Design instr_encoder_loader, sky130hd; sources not shown.
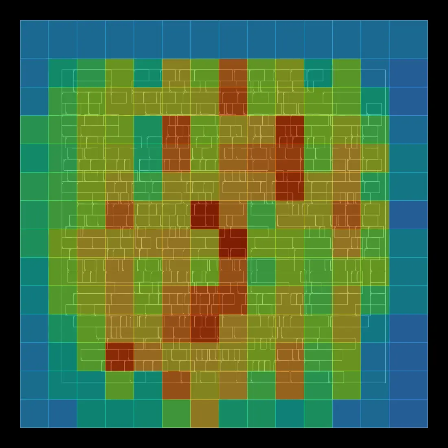
*Congestion heat map*
Avg WL per Cell: 17.34 um
most used routing layer: met2

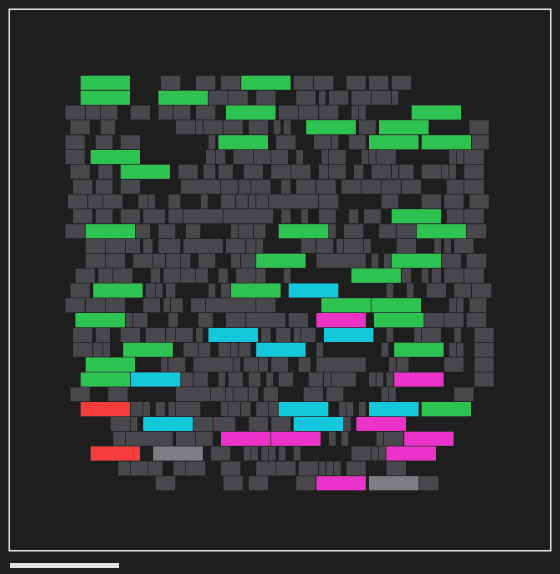
*Where the registers sit*
Scale bar: 20 um.
- imem_addr: magenta (placed flops 8)
- r_state: red (placed flops 2)
- imem_wdata: green (placed flops 31)
- count: cyan (placed flops 9)
- not coloured: 2
Sequential Area: 1301 um2
Util after Layout: 69.13%
Seq. pwr: 1.36 mW

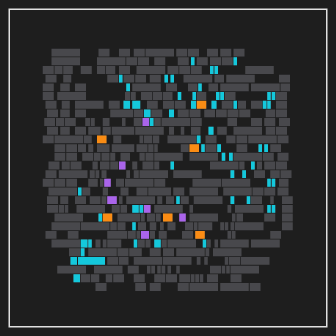
*Selected gate families*
- xor and xnor cells: orange (cells 6; where centre)
- and/or cells: purple (cells 7; most used and3_1; where centre)
- nor cells: cyan (cells 58; most used nor2_1)
most common logic cell in the routed design: clkdlybuf4s50_1
Comb area share: 29.61%
final cell count without fillers: 475

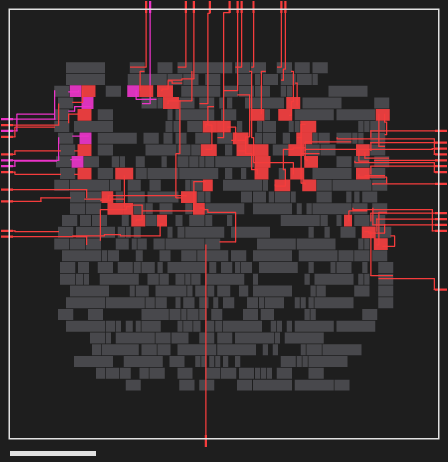
*Port wiring*
Scale bar: 20 um.
- in_rs1: magenta (bits 5; direction input; end cells 5; buffers 5; wire 103 um)
- in_imm: red (bits 32; direction input; end cells 40; buffers 32; wire 1040 um)
# IOs: 113
# port buffers: 112

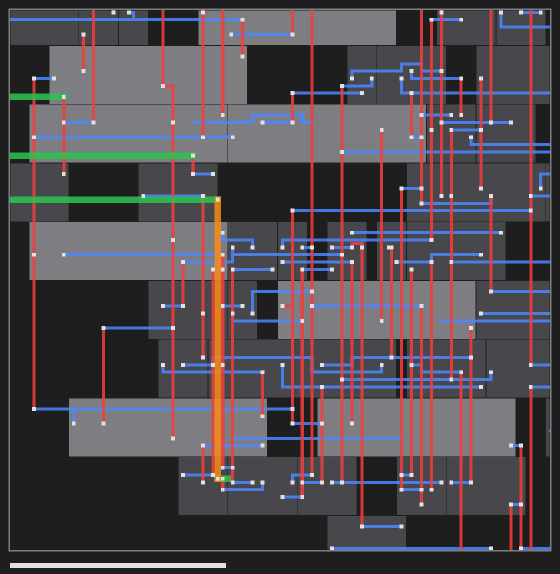
*A small window of the routed layout*
Scale bar: 10 um. Window x 12 to 37, y 12 to 37 um. Cells in grey, sequential cells in the stronger grey; small squares are vias.
- M3: green
- M2: red
- M1: blue
- M4: orange
- most frequent: dfrtp_1 (8), clkdlybuf4s50_1 (7)
- sequential cells in the window: 8
- cells with their middle in the window: 38

==> results.sh <==
# implementation run metrics
export IMPL_outcome="completed"
export IMPL_top_area_cell="dfrtp_1"
export IMPL_dieWidth_um=99.04
export IMPL_comb_cells=200
export IMPL_p_sw_share_pct=31.20
export IMPL_seq_power_share_pct=37.7
export IMPL_nClkBuffers=5
export IMPL_fmax_ghz=0.4814
export IMPL_antenna_found_initial=0
export IMPL_layout_top_cells="clkdlybuf4s50_1, dfrtp_1, nor2_1"
export IMPL_p_int_mw=2.484
export IMPL_cp_arrival_ns=2.04
export IMPL_synth_top_cell_by_count="dfrtp_1"
export IMPL_grtUsageMet3_pct=5.656
export IMPL_crit_required_ns=2.26
export IMPL_logic_family="simple AND/OR/NAND/NOR gates"
export IMPL_grt_pass1_wl_mm=13.24
export IMPL_rrSetupSlack_ns=0.33
export IMPL_slew_viol_final=0
export IMPL_rows=28
export IMPL_dominant_cells="buffers"
export IMPL_core_area_um2=5991
export IMPL_hold_buffers=0
export IMPL_grt_use_met2_pct=26.95
export IMPL_dpl_worst_slack_ns=-0.06743
export IMPL_vias=2530
export IMPL_p_per_area_nw_per_um2=871.7
export IMPL_cts_resized=1
export IMPL_combPwrFrac_pct=41.3
export IMPL_synth_xor_area_share_pct=2.003
export IMPL_viasPerCell=5.326
export IMPL_num_tap_cells=75
export IMPL_drt_wl_total_mm=8.238
export IMPL_rsz0062_at_grt="no"
export IMPL_netlist_instances=276
export IMPL_layout_setup_ws_ns=0.2225
export IMPL_cts_buffers=5
export IMPL_drv_cap=0
export IMPL_syn2layout_area_growth_pct=57.84
export IMPL_worstRegToRegCells=5
export IMPL_total_leakage_power_nw=1.817
export IMPL_yosys_warnings=0
export IMPL_hold_violations=0
export IMPL_ys_seq_share_pct=49.59
export IMPL_drt_iter0_markers=83
export IMPL_ys_sh_simple_pct=20.65
export IMPL_synthesis_nets=337
export IMPL_drt_drc_violations_left=0
export IMPL_synth_edff_count=0
stage by stage:
step           instances   TNS, ns
2_1_floorplan        276         0
3_3_place_gp         467  -0.03477
3_5_place_dp         467   -0.2705
4_1_cts              475         0
5_1_grt              475         0
6_report             475         0
power by group through the flow:
| stage | sequential, mW | clock [mW] | combinational (mW) |
|---|---|---|---|
| finish | 1.36 | 0.758 | 1.49 |
| global placement | 1.37 | 0 | 1.49 |
| floorplan | 1.50 | 0 | 0.481 |
| global route | 1.40 | 0.824 | 1.62 |
| detailed placement | 1.38 | 0 | 1.52 |
| CTS | 1.36 | 0.780 | 1.52 |
worst max-delay path, stage by stage:
cell and delay (ns):
clkdlybuf4s50_1 0.55, buf_12 0.21, xnor2_1 0.28, nor2_1 0.08, a2111oi_0 0.48, nor2_1 0.08
No activity file was given, so power comes from the tool's default toggle rates.
